Fig. 1: run 1, sequential cells coloured by netlist name
Bar = 20 µm.
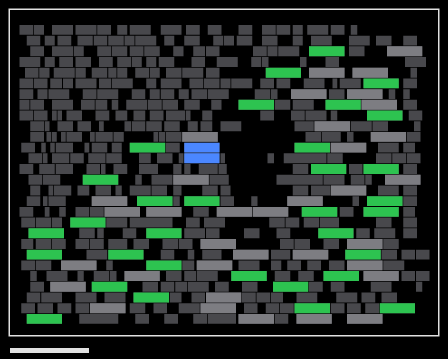
Fig. 2: run 1, routing congestion
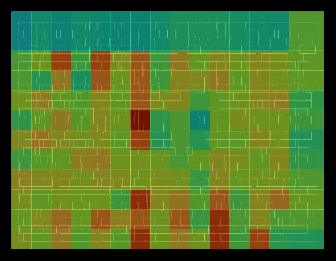
Fig. 3: run 1, placement by cell class
Bar = 20 µm. Fill, decap, tap and diode cells in grey.
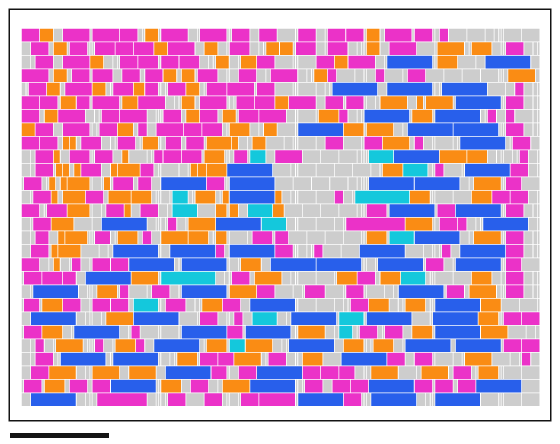
--- src/rtl/ram_arbiter_pkg.sv ---
// ============================================================================
//  Module      : ram_arbiter_pkg
//  Description : Shared source codes and stage-tag type for the RAM arbiter.
//  Revision    : 1.0 - initial release
// ============================================================================
`default_nettype none

package ram_arbiter_pkg;

    localparam logic QUELLE_BEFEHL = 1'b0;
    localparam logic QUELLE_DATEN  = 1'b1;

    typedef struct packed {
        logic gueltig;
        logic quelle;
    } stage_tag_t;

endpackage

`default_nettype wire

--- src/rtl/ram_arbiter_if.sv ---
// ============================================================================
//  Module      : ram_arbiter_if
//  Description : Core-side request ports and RAM port bundle of the arbiter.
//  Revision    : 1.0 - initial release
// ============================================================================
`default_nettype none

interface ram_arbiter_if #(
    parameter int WORDSIZE = 32,
    parameter int WORDS    = 256
);
    localparam int AW = $clog2(WORDS);

    logic                BefehlAnfrage;
    logic [AW-1:0]       BefehlAdresse;
    logic                BefehlBereit;
    logic                BefehlGueltig;
    logic [WORDSIZE-1:0] BefehlDaten;

    logic                DatenAnfrage;
    logic                DatenSchreiben;
    logic [AW-1:0]       DatenAdresse;
    logic [WORDSIZE-1:0] DatenSchreibwert;
    logic                DatenBereit;
    logic                DatenGueltig;
    logic [WORDSIZE-1:0] DatenLesewert;

    logic                RamSchreibenAn;
    logic [WORDSIZE-1:0] RamDatenRein;
    logic [AW-1:0]       RamAdresse;
    logic [WORDSIZE-1:0] RamDatenRaus;

    modport slave (
        input  BefehlAnfrage, BefehlAdresse,
        output BefehlBereit, BefehlGueltig, BefehlDaten,
        input  DatenAnfrage, DatenSchreiben, DatenAdresse, DatenSchreibwert,
        output DatenBereit, DatenGueltig, DatenLesewert,
        output RamSchreibenAn, RamDatenRein, RamAdresse,
        input  RamDatenRaus
    );

    modport master (
        output BefehlAnfrage, BefehlAdresse,
        input  BefehlBereit, BefehlGueltig, BefehlDaten,
        output DatenAnfrage, DatenSchreiben, DatenAdresse, DatenSchreibwert,
        input  DatenBereit, DatenGueltig, DatenLesewert,
        input  RamSchreibenAn, RamDatenRein, RamAdresse,
        output RamDatenRaus
    );

endinterface

`default_nettype wire

--- src/rtl/rr_arbiter_2.sv ---
// ============================================================================
//  Module      : rr_arbiter_2
//  Description : Two-way round-robin arbiter with one-hot grants.
//  Revision    : 1.0 - initial release
// ============================================================================
`default_nettype none

module rr_arbiter_2 (
    input  wire logic       clk_i,
    input  wire logic       rst_ni,
    input  wire logic [1:0] req_i,      // [0] = Befehl, [1] = Daten
    input  wire logic       accept_i,
    output logic      [1:0] gnt_o
);

    // ptr_q = 0: Daten wins a tie; ptr_q = 1: Befehl wins a tie.
    logic ptr_q;
    logic ptr_d;

    always_comb begin
        gnt_o[1] = req_i[1] & (~req_i[0] | ~ptr_q);
        gnt_o[0] = req_i[0] & (~req_i[1] |  ptr_q);
        ptr_d    = accept_i ? gnt_o[1] : ptr_q;
    end

    always_ff @(posedge clk_i or negedge rst_ni) begin
        if (!rst_ni) begin
            ptr_q <= 1'b0;
        end else begin
            ptr_q <= ptr_d;
        end
    end

endmodule

`default_nettype wire

--- src/rtl/ram_arbiter.sv ---
// ============================================================================
//  Module      : ram_arbiter
//  Description : Shares one synchronous RAM between fetch and load/store ports.
//  Revision    : 1.0 - initial release
// ============================================================================
`default_nettype none

module ram_arbiter
    import ram_arbiter_pkg::*;
#(
    parameter int WORDSIZE = 32,
    parameter int WORDS    = 256
) (
    input  wire logic      Clock,
    input  wire logic      Reset_n,
    ram_arbiter_if.slave   bus
);

    localparam int AW = $clog2(WORDS);

    logic [1:0]          w_req;
    logic [1:0]          w_gnt_raw;
    logic [1:0]          w_gnt;
    logic                w_accept;

    stage_tag_t          tag_q;
    stage_tag_t          tag_d;
    logic                befehl_gueltig_q;
    logic [WORDSIZE-1:0] befehl_daten_q;
    logic                daten_gueltig_q;
    logic [WORDSIZE-1:0] daten_lesewert_q;

    assign w_req = {bus.DatenAnfrage, bus.BefehlAnfrage};

    rr_arbiter_2 u_rr (
        .clk_i    (Clock),
        .rst_ni   (Reset_n),
        .req_i    (w_req),
        .accept_i (w_accept),
        .gnt_o    (w_gnt_raw)
    );

    assign w_accept = |w_gnt_raw;

    // Outputs are blanked during reset so no RAM write can slip through an edge.
    assign w_gnt = w_gnt_raw & {2{Reset_n}};

    assign bus.BefehlBereit = w_gnt[0];
    assign bus.DatenBereit  = w_gnt[1];

    always_comb begin
        bus.RamSchreibenAn = 1'b0;
        bus.RamAdresse     = '0;
        bus.RamDatenRein   = '0;
        if (w_gnt[1]) begin
            bus.RamSchreibenAn = bus.DatenSchreiben;
            bus.RamAdresse     = bus.DatenAdresse;
            bus.RamDatenRein   = bus.DatenSchreibwert;
        end else if (w_gnt[0]) begin
            bus.RamAdresse     = bus.BefehlAdresse;
        end
    end

    always_comb begin
        tag_d.gueltig = w_gnt_raw[0] | (w_gnt_raw[1] & ~bus.DatenSchreiben);
        tag_d.quelle  = w_gnt_raw[1] ? QUELLE_DATEN : QUELLE_BEFEHL;
    end

    always_ff @(posedge Clock or negedge Reset_n) begin
        if (!Reset_n) begin
            tag_q            <= '0;
            befehl_gueltig_q <= 1'b0;
            befehl_daten_q   <= '0;
            daten_gueltig_q  <= 1'b0;
            daten_lesewert_q <= '0;
        end else begin
            tag_q            <= tag_d;
            befehl_gueltig_q <= tag_q.gueltig && (tag_q.quelle == QUELLE_BEFEHL);
            daten_gueltig_q  <= tag_q.gueltig && (tag_q.quelle == QUELLE_DATEN);
            if (tag_q.gueltig && (tag_q.quelle == QUELLE_BEFEHL)) begin
                befehl_daten_q <= bus.RamDatenRaus;
            end
            if (tag_q.gueltig && (tag_q.quelle == QUELLE_DATEN)) begin
                daten_lesewert_q <= bus.RamDatenRaus;
            end
        end
    end

    assign bus.BefehlGueltig = befehl_gueltig_q;
    assign bus.BefehlDaten   = befehl_daten_q;
    assign bus.DatenGueltig  = daten_gueltig_q;
    assign bus.DatenLesewert = daten_lesewert_q;

endmodule

`default_nettype wire

--- src/flat_wrapper.sv ---
// flat-port wrapper written by rule: the top's interface ports become plain ports
module ram_arbiter_flat import ram_arbiter_pkg::*;
#(
    parameter int WORDSIZE = 32,
    parameter int WORDS    = 256
)
  (Clock, Reset_n, bus_BefehlAnfrage, bus_BefehlAdresse, bus_BefehlBereit, bus_BefehlGueltig, bus_BefehlDaten, bus_DatenAnfrage, bus_DatenSchreiben, bus_DatenAdresse, bus_DatenSchreibwert, bus_DatenBereit, bus_DatenGueltig, bus_DatenLesewert, bus_RamSchreibenAn, bus_RamDatenRein, bus_RamAdresse, bus_RamDatenRaus);
  ram_arbiter_if #(.WORDSIZE(WORDSIZE), .WORDS(WORDS)) bus_i ();
  input  wire logic Clock;
  input  wire logic Reset_n;
  input wire logic [$bits(bus_i.BefehlAnfrage)-1:0] bus_BefehlAnfrage;
  input wire logic [$bits(bus_i.BefehlAdresse)-1:0] bus_BefehlAdresse;
  output wire logic [$bits(bus_i.BefehlBereit)-1:0] bus_BefehlBereit;
  output wire logic [$bits(bus_i.BefehlGueltig)-1:0] bus_BefehlGueltig;
  output wire logic [$bits(bus_i.BefehlDaten)-1:0] bus_BefehlDaten;
  input wire logic [$bits(bus_i.DatenAnfrage)-1:0] bus_DatenAnfrage;
  input wire logic [$bits(bus_i.DatenSchreiben)-1:0] bus_DatenSchreiben;
  input wire logic [$bits(bus_i.DatenAdresse)-1:0] bus_DatenAdresse;
  input wire logic [$bits(bus_i.DatenSchreibwert)-1:0] bus_DatenSchreibwert;
  output wire logic [$bits(bus_i.DatenBereit)-1:0] bus_DatenBereit;
  output wire logic [$bits(bus_i.DatenGueltig)-1:0] bus_DatenGueltig;
  output wire logic [$bits(bus_i.DatenLesewert)-1:0] bus_DatenLesewert;
  output wire logic [$bits(bus_i.RamSchreibenAn)-1:0] bus_RamSchreibenAn;
  output wire logic [$bits(bus_i.RamDatenRein)-1:0] bus_RamDatenRein;
  output wire logic [$bits(bus_i.RamAdresse)-1:0] bus_RamAdresse;
  input wire logic [$bits(bus_i.RamDatenRaus)-1:0] bus_RamDatenRaus;
  assign bus_i.BefehlAnfrage = bus_BefehlAnfrage;
  assign bus_i.BefehlAdresse = bus_BefehlAdresse;
  assign bus_BefehlBereit = bus_i.BefehlBereit;
  assign bus_BefehlGueltig = bus_i.BefehlGueltig;
  assign bus_BefehlDaten = bus_i.BefehlDaten;
  assign bus_i.DatenAnfrage = bus_DatenAnfrage;
  assign bus_i.DatenSchreiben = bus_DatenSchreiben;
  assign bus_i.DatenAdresse = bus_DatenAdresse;
  assign bus_i.DatenSchreibwert = bus_DatenSchreibwert;
  assign bus_DatenBereit = bus_i.DatenBereit;
  assign bus_DatenGueltig = bus_i.DatenGueltig;
  assign bus_DatenLesewert = bus_i.DatenLesewert;
  assign bus_RamSchreibenAn = bus_i.RamSchreibenAn;
  assign bus_RamDatenRein = bus_i.RamDatenRein;
  assign bus_RamAdresse = bus_i.RamAdresse;
  assign bus_i.RamDatenRaus = bus_RamDatenRaus;
  ram_arbiter #(.WORDSIZE(WORDSIZE), .WORDS(WORDS)) u_core (.Clock(Clock), .Reset_n(Reset_n), .bus(bus_i));
endmodule
--- config.mk ---
export PLATFORM = sky130hd
export DESIGN_NAME = ram_arbiter_flat
export DESIGN_NICKNAME = d
export VERILOG_FILES = /design/src/rtl/ram_arbiter_pkg.sv /design/src/rtl/ram_arbiter_if.sv /design/src/rtl/rr_arbiter_2.sv /design/src/rtl/ram_arbiter.sv /design/src/flat_wrapper.sv
export SDC_FILE = /design/constraint.sdc
export NUM_CORES = 1
export LEC_CHECK = 0
export CORE_ASPECT_RATIO = 0.75
export CORE_MARGIN = 2
export CORE_UTILIZATION = 37
export CTS_BUF_LIST = sky130_fd_sc_hd__clkbuf_8 sky130_fd_sc_hd__clkbuf_16
export DETAILED_ROUTE_END_ITERATION = 16
export GPL_TIMING_DRIVEN = 0
export PLACE_DENSITY_LB_ADDON = 0.1
export SYNTH_ARGS = -nofsm -noshare
export SYNTH_HDL_FRONTEND = slang
export SYNTH_SLANG_ARGS = --single-unit
--- constraint.sdc ---
create_clock -name Clock -period 1.7 [get_ports Clock]
set_clock_uncertainty 0.1 [all_clocks]
set_input_delay 0.34 -clock Clock [delete_from_list [all_inputs] [get_ports Clock]]
set_output_delay 0.34 -clock Clock [all_outputs]
set_load 0.05 [all_outputs]
==> qor.yml, run 1 <==
status: "finished, violations left"
violations: "setup timing"
pg_clk_mw: 1.54
max-cap-violations: 0
drt-met1-wl_mm: 3.516
syn_avg_cell_area_um2: 14.03
buf_share_pct: 38.59
synth-edff-count: 0
powerComb_mw: 3.04
start_kind: "flop"
most_common_cell: "dfrtp_1"
tapCellCount: 105
grt_max_degree: 36
cts.clk_slew.worst_paths_ns: 0.08
setup_slack_ns: -0.2707
finalSetupViolCount: 43
ys_seq_share_pct: 56.70
ant_nets: 0
synthTopCellsByArea: "dfrtp_1, mux2_4, mux2_2"
dpl_cell_area_mm2: 0.005192
ir_drop_uv: 754.1
endpoint: "bus_RamDatenRein[8]"
inv_count: 4
r2r-end: "u_core.bus.DatenLesewert[18]"
critPathMaxFanout: 10
syn_nets: 302
min_period_ns: 1.971
dr_total_vias: 2495
worst-path-stages: 5
nMultiInputCombCells: 132
worstSkewPairLatency_ns: 0.34
gp_congestion: 0.7669
clkSinkCount: 69
critical_path_required_ns: 1.26
grt_usage_pct: 19.34
route.met3.wl_um: 959
design.core.area_mm2: 0.007953
fillCellCount: 599
postSynthCellCount: 217
top_cells_by_count: "dfrtp_1, mux2_2, and2_1, mux2_4, nand2_1"
design_area_mm2: 0.005603
r2r-start: "u_core.tag_q[0]"
chip_area_mm2: 0.008980
sh_seq_area_pct: 30.82
gr-total-overflow: 0
fin_crit_sh_pct: 115.9
maxPowerGroup: "combinational logic"
p_clk_share_pct: 22.8
seq_area_mm2: 0.001727
warning_count: 28
rr_worst_depth: 3
io_buffers: 193
ys_seq_elements: 69
cts_made_buffers: 9
p_sw_share_pct: 41.28
tightest_slew_ns: 0.5369
crit_family: "simple AND/OR/NAND/NOR gates"
comb-cell-share_pct: 23.81
fin_cells: 540
grt_pass1_vias: 2645
n_antenna_cell: 1
synth-simple-area-share_pct: 10.07
largestClassByArea: "buffers"
synth_warnings: 0
finalPower_mw: 6.757
pg_seq_mw: 2.18
mux_area_share_pct: 27.24
die_h_um: 82.57
top_area_share_pct: 56.70
Notes on Fig. 1 above:
| name in the netlist | colour | flops |
|---|---|---|
| u_core.tag_q | blue | 2 |
| u_core.bus.DatenLesewert | green | 32 |
not coloured: 35

Notes on Fig. 2 above:
grt met2 use: 30.56%
M3 GR Usage: 10.44%
fin util: 70.45%
Most Crowded Layer GR: met2
met1 Usage GRT: 22.67%

Notes on Fig. 3 above:
| class | colour | cells | share of their area |
|---|---|---|---|
| combinational and other logic | orange | 136 | 25% |
| clock drivers and dummy loads | cyan | 16 | 4.2% |
| sequential cells | blue | 69 | 32% |
| remaining buffers and delay cells | magenta | 213 | 40% |

Fig. 4: run 1, wiring by layer
Bar = 20 µm. Only two layers are drawn.
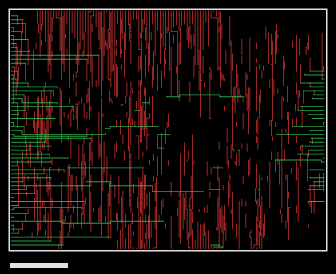

==> run 1 -> run 2 <==
==> constraint.sdc (replaced) <==
create_clock -name Clock -period 1.95 [get_ports Clock]
set_clock_uncertainty 0.1 [all_clocks]
set_input_delay 0.39 -clock Clock [delete_from_list [all_inputs] [get_ports Clock]]
set_output_delay 0.39 -clock Clock [all_outputs]
set_load 0.05 [all_outputs]
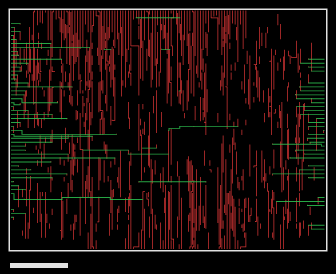
Fig. 5. Wiring by layer (run 2).
Bar = 20 µm. Only two layers are drawn.
| layer | colour | wire length |
|---|---|---|
| metal 3 | green | 813 µm |
| metal 2 | red | 4540 µm |

==> run 2 against run 1 <==
  * The run still ends with setup timing left
  * Final area is 0.40% higher
  * First-iteration DRC count grew 37%
  * Highest routed layer unchanged
  * Die size stayed put
  * Sequential cell count unchanged
  * Clock power is 25% lower
  * Sequential share of layout area fell by 0.12 points
  * Count of clock-buffer cells in the layout shrank 1
  * Total power shrank 16%
  * Synthesized area did not move
  * Critical path depth is the same
  * Sequential power is 13% lower
  * Routed wire length increased by 3.0%
==> qor.yml, run 2 <==
met3_usage_pct: 8.163  # -2.3 points
most_common_cell: "dfrtp_1"
finalSetupViolCount: 29  # -33%
endpoint: "bus_RamDatenRein[27]"
pg_seq_mw: 1.89  # -13%
clkSinkCount: 69  # unchanged
ant_nets: 0  # unchanged
comb-cell-share_pct: 23.89  # +0.083 points
sh_seq_area_pct: 30.69  # -0.12 points
synth-simple-area-share_pct: 10.07  # unchanged
inv_count: 4  # unchanged
drt-met1-wl_mm: 3.710  # +5.5%
critical_path_required_ns: 1.46  # +0.20 ns
io_buffers: 193  # unchanged
start_kind: "flop"
fin_cells: 539  # -0.19%
tightest_slew_ns: 0.5441  # +0.007246 ns
synth-edff-count: 0  # unchanged
gp_congestion: 0.6931  # -9.6%
crit_family: "simple AND/OR/NAND/NOR gates"
n_antenna_cell: 0  # -1
fillCellCount: 612  # +2.2%
design.core.area_mm2: 0.007953  # unchanged
cts_made_buffers: 9  # unchanged
grt_pass1_vias: 2531  # -4.3%
status: "finished, violations left"
grt_max_degree: 36  # unchanged
rr_worst_depth: 3  # unchanged
seq_area_mm2: 0.001727  # unchanged
largestClassByArea: "buffers"
postSynthCellCount: 217  # unchanged
ir_drop_uv: 588.3  # -22%
violations: "setup timing"
syn_nets: 302  # unchanged
cts.clk_slew.worst_paths_ns: 0.08  # about the same
critPathMaxFanout: 6  # -4
die_h_um: 82.57  # unchanged
setup_slack_ns: -0.04946  # +0.2213 ns
tapCellCount: 105  # unchanged
use_met2_pct: 30.94  # +0.38 points
fin_crit_sh_pct: 102.5
nMultiInputCombCells: 132  # unchanged
synth_warnings: 0  # unchanged
route.met3.wl_um: 812  # -15%
mux_area_share_pct: 27.24  # unchanged
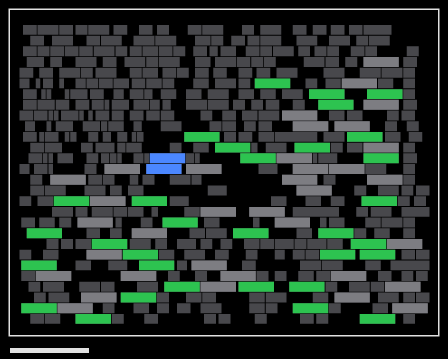
Fig. 6. Sequential cells coloured by netlist name (run 2).
Bar = 20 µm.
| name in the netlist | colour | flops |
|---|---|---|
| u_core.bus.DatenLesewert | green | 32 |
| u_core.tag_q | blue | 2 |
not coloured: 35

Power and IR drop assume default switching activity.
